Figure 1. Clock nets (run 1).
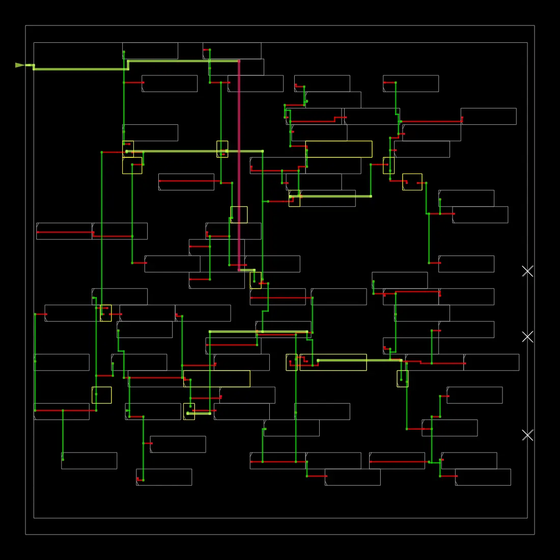
Figure 2. Supply network (run 1).
Drawn at 4 px/um. Pins as bars on the die edge. Tap cells in grey.
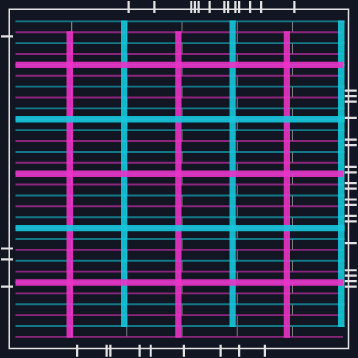
Figure 3. Placement density heat map (run 1).
Drawn at 4 px/um. The die is cut into 8 by 8 equal tiles; white is low, dark blue is high, 0 to 100% covered.
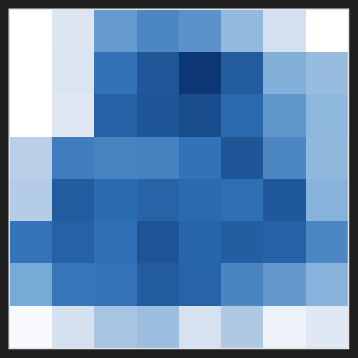
$ cat src/rtl/score_display_pkg.sv
// Shared types and constants for the score display path.
package score_display_pkg;

  typedef enum logic [1:0] {
    StIdle,
    StShift,
    StDone
  } state_e;

  localparam logic [6:0]  SEG_BLANK    = 7'b1111111;
  localparam logic [6:0]  SEG_ZERO     = 7'b1000000;
  localparam int unsigned BCD_DIGITS   = 3;
  localparam logic [3:0]  ADD3_THRESH  = 4'd5;

  // Double-dabble correction: bump every nibble >= 5 so the next shift carries into the next digit.
  function automatic logic [4*BCD_DIGITS-1:0] add3_nibbles(input logic [4*BCD_DIGITS-1:0] d);
    logic [4*BCD_DIGITS-1:0] r;
    r = d;
    for (int i = 0; i < BCD_DIGITS; i++) begin
      if (d[4*i +: 4] >= ADD3_THRESH) begin
        r[4*i +: 4] = d[4*i +: 4] + 4'd3;
      end
    end
    return r;
  endfunction

endpackage

$ cat src/rtl/score_display_seg7_decoder.sv
// BCD digit to active-low 7-segment pattern {g,f,e,d,c,b,a}; non-decimal codes blank.
module seg7_decoder
  import score_display_pkg::*;
(
  input  logic [3:0] digit_i,
  output logic [6:0] seg_o
);

  // Combinational digit lookup.
  always_comb begin
    seg_o = SEG_BLANK;
    unique case (digit_i)
      4'd0:    seg_o = 7'b1000000;
      4'd1:    seg_o = 7'b1111001;
      4'd2:    seg_o = 7'b0100100;
      4'd3:    seg_o = 7'b0110000;
      4'd4:    seg_o = 7'b0011001;
      4'd5:    seg_o = 7'b0010010;
      4'd6:    seg_o = 7'b0000010;
      4'd7:    seg_o = 7'b1111000;
      4'd8:    seg_o = 7'b0000000;
      4'd9:    seg_o = 7'b0010000;
      default: seg_o = SEG_BLANK;
    endcase
  end

endmodule

$ cat src/rtl/score_display.sv
// Binary score to three BCD digits and three active-low 7-segment displays.
// Iterative double-dabble conversion, started whenever the score differs from the last converted
// value. Optional macro LEADING_ZERO_BLANK_EN blanks leading-zero hundreds/tens digits.
module score_display
  import score_display_pkg::*;
#(
  parameter int unsigned SCORE_W = 8
) (
  input  logic               clk,
  input  logic               resetn,
  input  logic [SCORE_W-1:0] score,
  output logic [11:0]        bcd,
  output logic [6:0]         hex2,
  output logic [6:0]         hex1,
  output logic [6:0]         hex0,
  output logic               busy,
  output logic               updated
);

  localparam int unsigned BcdW = 4 * BCD_DIGITS;
  localparam int unsigned ShW  = BcdW + SCORE_W;

`ifdef LEADING_ZERO_BLANK_EN
  localparam logic [6:0] LeadRst = SEG_BLANK;
`else
  localparam logic [6:0] LeadRst = SEG_ZERO;
`endif

  state_e             state_q;
  logic [SCORE_W-1:0] last_q;
  logic [ShW-1:0]     sh_q;
  logic [ShW-1:0]     sh_adj;
  logic [ShW-1:0]     sh_shift;
  logic [2:0]         cnt_q;
  logic [11:0]        bcd_q;
  logic [6:0]         hex2_q, hex1_q, hex0_q;
  logic [6:0]         seg2, seg1, seg0;
  logic [6:0]         hex2_d, hex1_d;
  logic               busy_q, updated_q;

  seg7_decoder u_dec2 (.digit_i(sh_q[ShW-1 -: 4]),  .seg_o(seg2));
  seg7_decoder u_dec1 (.digit_i(sh_q[ShW-5 -: 4]),  .seg_o(seg1));
  seg7_decoder u_dec0 (.digit_i(sh_q[ShW-9 -: 4]),  .seg_o(seg0));

  // One double-dabble step: correct the BCD nibbles, then shift the whole word left.
  always_comb begin
    sh_adj   = {add3_nibbles(sh_q[ShW-1 -: BcdW]), sh_q[SCORE_W-1:0]};
    sh_shift = {sh_adj[ShW-2:0], 1'b0};
  end

  // Leading-zero blanking applies to the displayed digits only, never to bcd.
  always_comb begin
    hex2_d = seg2;
    hex1_d = seg1;
`ifdef LEADING_ZERO_BLANK_EN
    if (sh_q[ShW-1 -: 4] == 4'd0) begin
      hex2_d = SEG_BLANK;
      if (sh_q[ShW-5 -: 4] == 4'd0) hex1_d = SEG_BLANK;
    end
`endif
  end

  // Conversion FSM with registered outputs, written only in StDone so the display never glitches.
  always_ff @(posedge clk or negedge resetn) begin
    if (!resetn) begin
      state_q   <= StIdle;
      last_q    <= '0;
      sh_q      <= '0;
      cnt_q     <= '0;
      bcd_q     <= '0;
      hex2_q    <= LeadRst;
      hex1_q    <= LeadRst;
      hex0_q    <= SEG_ZERO;
      busy_q    <= 1'b0;
      updated_q <= 1'b0;
    end else begin
      updated_q <= 1'b0;
      unique case (state_q)
        StIdle: begin
          if (score != last_q) begin
            last_q  <= score;
            sh_q    <= {{BcdW{1'b0}}, score};
            cnt_q   <= '0;
            busy_q  <= 1'b1;
            state_q <= StShift;
          end
        end
        StShift: begin
          sh_q  <= sh_shift;
          cnt_q <= cnt_q + 3'd1;
          if (cnt_q == 3'd7) state_q <= StDone;
        end
        StDone: begin
          bcd_q     <= sh_q[ShW-1 -: BcdW];
          hex2_q    <= hex2_d;
          hex1_q    <= hex1_d;
          hex0_q    <= seg0;
          updated_q <= 1'b1;
          busy_q    <= 1'b0;
          state_q   <= StIdle;
        end
        default: state_q <= StIdle;
      endcase
    end
  end

  assign bcd     = bcd_q;
  assign hex2    = hex2_q;
  assign hex1    = hex1_q;
  assign hex0    = hex0_q;
  assign busy    = busy_q;
  assign updated = updated_q;

endmodule

$ cat config.mk
export PLATFORM = sky130hd
export DESIGN_NAME = score_display
export DESIGN_NICKNAME = d
export VERILOG_FILES = /design/src/rtl/score_display_pkg.sv /design/src/rtl/score_display_seg7_decoder.sv /design/src/rtl/score_display.sv
export SDC_FILE = /design/constraint.sdc
export NUM_CORES = 1
export LEC_CHECK = 0
export ABC_AREA = 1
export CORE_UTILIZATION = 50
export CTS_BUF_LIST = sky130_fd_sc_hd__clkbuf_2
export CTS_CLUSTER_SIZE = 20
export DETAILED_ROUTE_END_ITERATION = 8
export PLACE_DENSITY = 0.83
export SLEW_MARGIN = 20
export SYNTH_ARGS = -nofsm -noshare
export SYNTH_HDL_FRONTEND = slang
export SYNTH_SLANG_ARGS = --single-unit
$ cat constraint.sdc
create_clock -name clk -period 4.4 [get_ports clk]
set_input_delay 0.88 -clock clk [delete_from_list [all_inputs] [get_ports clk]]
set_output_delay 0.88 -clock clk [all_outputs]
set_load 0.005 [all_outputs]
==> Changelog: implementation, run 1 <==
## Implementation

- # DRC: 6
- Routed len/inst: 12.4 um
- Mi-comb count: 285
- Clock-cell share: 4.23%
- Yosys stat area: 3400 sq um
- Die ar.: 7130 sq um
- Area Growth Syn to Fin: 17.6%
- Tightest Pin Transition: 0.689 ns
- Late-Pin Clk Latency: 0.50 ns
- Critical Path Start: hex2[6]
- Synth area leader: dfrtp_1
- RSZ-0062 raised after global routing: false
- Site row count: 29
- CTS clk-pin slew, worst paths: 0.21 ns
- Logic share of the area: 36.6%
- Violated checks: DRC
- Yosys stat cell total: 402
- CTS tree: built
- Vias: 2731
- Slew margin rel.: 53.9%
- First-pass GRT wire length: 11900 um
- Vias in the first global route: 2677
- Crit-path max FO: 2
- Yosys xor share: 1.29%
- Critical path cell sequence: clkdlybuf4s50_1
- Critical R2R Capture: hex0[0]
- Status: complete, but fails checks
- Max_cap viols: 0
- Type of the tightest min-delay check: in2async
- Synth top cell by count: nand2_1
- Largest class: flip-flops and latches
- TritonRoute pass-1 iters: 7
- Top Layout Cells: nand2_1, dfrtp_1, o21ai_0
- FFs w/ async S/R, synth: 100%
- Max Slew Vio Count: 0
- Core Area: 6460 sq um
- Critical Path AT: 1.57 ns
- Fillers: 530
- Crit path capture: hex2[6]
- Final WL: 6500 um
- Crit-path max cell delay: 0.57 ns
- Tapcells: 77
- Worst endpoint required time: 3.52 ns
- Comb area: 1460 sq um
- Buf+Inv Stages, Crit Path: 1
- N_diodes: 0
- Post-layout min period: 2.45 ns
- Ys flop type: dfrtp_1
- Flop-to-flop setup slack: 2.29 ns
- Resize count post-CTS: 0
- Hpwl dp: 4370 um
- Post-Synth Simple-Gate Area: 22.4%
- Placed cell area: 3830 sq um
- H-tree depth: 3
- Antenna-violating nets left: 0
- Layout cells sized above 1: 6.50%
- CTS root buf: clkbuf_2
- Adder-cell share of the synthesized area: 7.00%
- Die Wd: 84.4 um
- Number of signal-net buffers in the layout: 45
- Tot GR Track Use: 20.9%
- Fmax: 409 MHz
- Main logic family: simple AND/OR/NAND/NOR gates
- Setup Fix Bufs, Post-CTS: 0
- OpenROAD warning count: 37
- Worst reg2reg path depth: 5
- Commonest cells post-synth: nand2_1, dfrtp_1, o21ai_0
- Initial drt markers: 188
- Crit share post-route: 55.6%
- Top reg by flops: sh_q
- Flop share of the area: 42.7%
- Register area: 1710 sq um
- Area fraction in mux cells: 0.331%
- Post-synth EDFFs: 0
- Non-clock inverters: 32
- Top-area cell share: 47.9%
- GPL Wtd Cong: 0.834
- Top delay family on crit path: flip-flops
- Num CTS Buffers: 9
- Crit. path cell count: 1
-- Figure 1 (at the start) --
worst clock skew: 0.0161 ns
CTS sink cnt: 68
clock buffers: 9
Clk. pwr: 0.482 mW

-- Figure 2 (at the start) --
- cyan: VDD
- magenta: VSS
- tap cells: 77
- met4 straps: 6

-- Figure 3 (at the start) --
- mean over tiles: 55%
- fullest tile: 97%
- nearly empty tiles: 6.2%

[run 1: power breakdown]
group,switching [mW],total (mW),internal (mW)
sequential,0.220,1.14,0.916
clock,0.233,0.482,0.249
combinational,0.735,1.35,0.615
[run 1: metrics by stage]
step	total power [mW]	utilization, %	std cells	hold slack, ns	setup slack (ns)
floorplan	2.02	-	402	0.450	2.67
global placement	2.44	59.3	507	0.467	1.54
detailed placement	2.49	59.3	507	0.469	1.47
CTS	2.99	61.9	523	0.351	1.89
global route	3.27	61.9	523	0.338	1.83
finish	2.97	61.9	523	0.371	1.95
[run 1: per-layer routing]
metal / global-route usage, % / part of all wire, % / up-vias
met1: 26.2 / 45 / 1273
met5: 0 / 0 / -
met4: 7.24 / 1.2 / 0
met2: 34.5 / 49 / 66
li1: - / - / 1386
met3: 6.69 / 4.2 / 6
Figure 4. Signal wires by layer (run 1).
Drawn at 6 px/um.
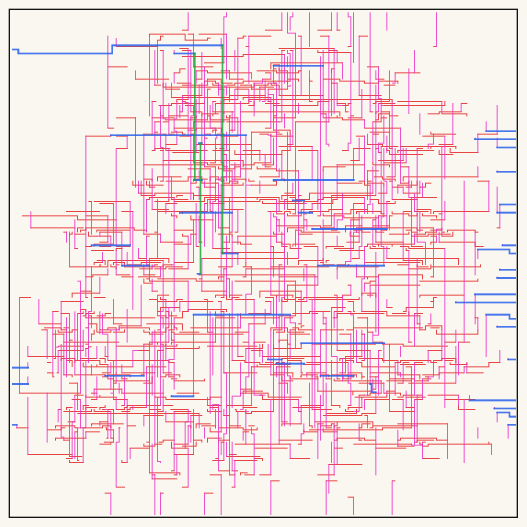

==> inputs of run 2 (changes only) <==
--- a/config.mk
+++ b/config.mk
@@ -10,7 +10,7 @@
 export CTS_BUF_LIST = sky130_fd_sc_hd__clkbuf_2
 export CTS_CLUSTER_SIZE = 20
 export DETAILED_ROUTE_END_ITERATION = 8
-export PLACE_DENSITY = 0.83
+export PLACE_DENSITY = 0.85
 export SLEW_MARGIN = 20
 export SYNTH_ARGS = -nofsm -noshare
 export SYNTH_HDL_FRONTEND = slang
==> constraint.sdc (replaced) <==
create_clock -name clk -period 2.08 [get_ports clk]
set_input_delay 0.416 -clock clk [delete_from_list [all_inputs] [get_ports clk]]
set_output_delay 0.416 -clock clk [all_outputs]
set_load 0.005 [all_outputs]
Figure 5. Signal wires by layer (run 2).
Drawn at 6 px/um.
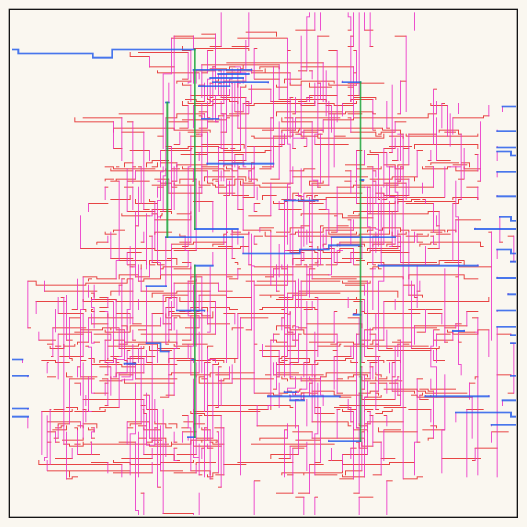
- green: met4 (wire length 141 um)
- blue: met3 (wire length 282 um)
- red: met1 (wire length 3000 um)
- magenta: met2 (wire length 3240 um)
final WL: 6660 um
routed len/inst: 12.6 um

Figure 6. Register map, names as in the netlist (run 2).
Drawn at 6 px/um.
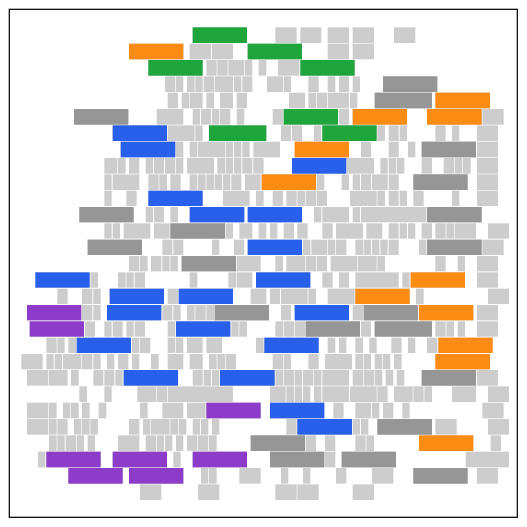
- green: hex0 (sequential cells 7; where top middle)
- purple: last_q (sequential cells 8; where bottom left)
- orange: bcd (sequential cells 12)
- blue: sh_q (sequential cells 20)
utilization after layout: 62.5%
Flop+latch power: 2.41 mW
flop share of the area: 42.2%
register area: 1710 sq um

==> run 2 against run 1 <==
Net effect: the run still ends with DRC left; first-iteration DRC count is 7.4% higher; register-to-register slack got worse by 2.0 ns; setup slack got worse by 1.8 ns; die size is the same; final area grew 1.0%; routed wire length increased by 2.4%; non-clock buffer count is 7 higher; clock-buffer cell count grew 1; via count up 3.0%; synthesized area is the same; sequential share of layout area is 0.44 points lower; worst hold slack improved by 0.038 ns; highest routed layer unchanged.
==> Changelog: implementation, run 2 <==
## Implementation

- CTS sink cnt: 68 (unchanged)
- Site row count: 29 (unchanged)
- N_diodes: 0 (unchanged)
- Resize count post-CTS: 0 (unchanged)
- RSZ-0062 raised after global routing: false (unchanged)
- Crit. path cell count: 1 (unchanged)
- Largest power group: combinational cells (unchanged)
- Aoi share: 12.0% (unchanged)
- CTS tree: built (unchanged)
- Max Slew Vio Count: 0 (unchanged)
- Adder-cell share of the synthesized area: 7.00% (unchanged)
- Final setup fails: 0 (unchanged)
- Crit-path max FO: 2 (unchanged)
- OpenROAD warning count: 37 (unchanged)
- Hpwl dp: 4650 um (was 4370 um)
- Switch share: 40.3% (was 40.0%)
- Slew margin rel.: 76.2% (was 53.9%)
- Yosys stat area: 3400 sq um (unchanged)
- Top-area cell share: 47.9% (unchanged)
- Num CTS Buffers: 9 (unchanged)
- Combinational power: 2.94 mW (was 1.35 mW)
- Clk. pwr: 0.857 mW (was 0.482 mW)
- Commonest cells post-synth: nand2_1, dfrtp_1, o21ai_0 (unchanged)
- Area fraction in mux cells: 0.331% (unchanged)
- Buf+Inv Stages, Crit Path: 1 (unchanged)
- Crit path capture: hex0[6] (was hex2[6])
- Vias in the first global route: 2491 (was 2677)
- Yosys xor share: 1.29% (unchanged)
- Tot Pwr: 6.20 mW (was 2.97 mW)
- First-pass GRT wire length: 11300 um (was 11900 um)
- Crit share post-route: 94.9%
- Max_cap viols: 0 (unchanged)
- Antenna-violating nets left: 0 (unchanged)
- Ys flop type: dfrtp_1 (unchanged)
- Synth top cell by count: nand2_1 (unchanged)
- Critical R2R Capture: sh_q[10] (was hex0[0])
- Critical Path AT: 1.56 ns (was 1.57 ns)
- Area Growth Syn to Fin: 18.9% (was 17.6%)
- Violated checks: DRC (unchanged)
- Critical Path Start: hex0[6] (was hex2[6])
- Post-Synth Simple-Gate Area: 22.4% (unchanged)
- Placed cell area: 3900 sq um (was 3830 sq um)
- Vias: 2814 (was 2731)
- # DRC: 4 (was 6)
- Post-layout min period: 1.97 ns
- Top cell excl fill/tap: nand2_1 (unchanged)
- Initial drt markers: 202 (was 188)
- Clock share of power: 13.8% (was 16.2%)
- Crit-path max cell delay: 0.57 ns (about the same)
- Yosys stat cell total: 402 (unchanged)
- Flop-to-flop setup slack: 0.33 ns (was 2.29 ns)
- Area contributors post-synth: dfrtp_1, nand2_1, ha_1, o21ai_0, nand3_1 (unchanged)
- Die Wd: 84.4 um (unchanged)
- CTS root buf: clkbuf_2 (unchanged)
- Syn_nets: 431 (unchanged)
- Critical path cell sequence: clkdlybuf4s50_1 (unchanged)
- Tightest Pin Transition: 0.356 ns (was 0.689 ns)
- Main logic family: simple AND/OR/NAND/NOR gates (unchanged)
- Type of the tightest min-delay check: in2async (unchanged)
- Internal: 3.70 mW (was 1.78 mW)
- Die ar.: 7130 sq um (unchanged)
- Worst endpoint required time: 1.66 ns (was 3.52 ns)
- Setup Fix Bufs, Post-CTS: 0 (unchanged)
- CTS clk-pin slew, worst paths: 0.20 ns (was 0.21 ns)
- Layout cells sized above 1: 7.28% (was 6.50%)
- Tot GR Track Use: 20.3% (was 20.9%)
- FFs w/ async S/R, synth: 100% (unchanged)
- Core Area: 6460 sq um (unchanged)
- Synth area leader: dfrtp_1 (unchanged)
- Worst clock skew: 0.0297 ns (was 0.0161 ns)
- Top delay family on crit path: flip-flops (unchanged)
- Top reg by flops: sh_q (unchanged)
- Sequential Power Share: 38.8% (was 38.3%)
- Late-Pin Clk Latency: 0.51 ns (was 0.50 ns)
- H-tree depth: 3 (unchanged)
- Worst reg2reg path depth: 10 (was 5)
- Logic gate share of total power: 47.3% (was 45.5%)
- Fmax: 506 MHz
- Post-synth EDFFs: 0 (unchanged)
- Antenna violations before repair: 0 (unchanged)
- PwrDens: 1540 nW/um^2 (was 743 nW/um^2)
- Top Layout Cells: nand2_1, dfrtp_1, o21ai_0 (unchanged)
- Status: complete, but fails checks (unchanged)
- GPL Wtd Cong: 0.841 (was 0.834)
- Psw: 2.50 mW (was 1.19 mW)
- TritonRoute pass-1 iters: 7 (unchanged)
==> run 2: metrics by stage <==
step	util (%)	instances	setup WS, ns	hold WS [ns]
after floorplan	-	402	0.644	0.120
after global placement	60.4	513	0.279	0.458
after detailed placement	60.4	513	0.229	0.463
after CTS	62.5	530	0.0680	0.402
after global routing	62.5	530	0.0365	0.413
final	62.5	530	0.106	0.409
==> run 2: area by class of cell <==
class / count / area [sq um]
fill: 546 / 2420
clock buffer: 10 / 50.0
clock inverter: 6 / 80.1
timing repair buffer: 52 / 523
inverter: 32 / 121
tap: 77 / 96.3
sequential: 68 / 1710
multi-input combinational: 285 / 1460
==> run 2: metal layers <==
metal	vias to the layer above	share of wire, %	track usage (%)
met5	-	0	0
met4	0	2.1	11.6
met3	12	4.2	3.44
met2	76	49	32.3
met1	1312	45	26.4
li1	1414	-	-
Power is estimated from default activity; no workload was simulated.
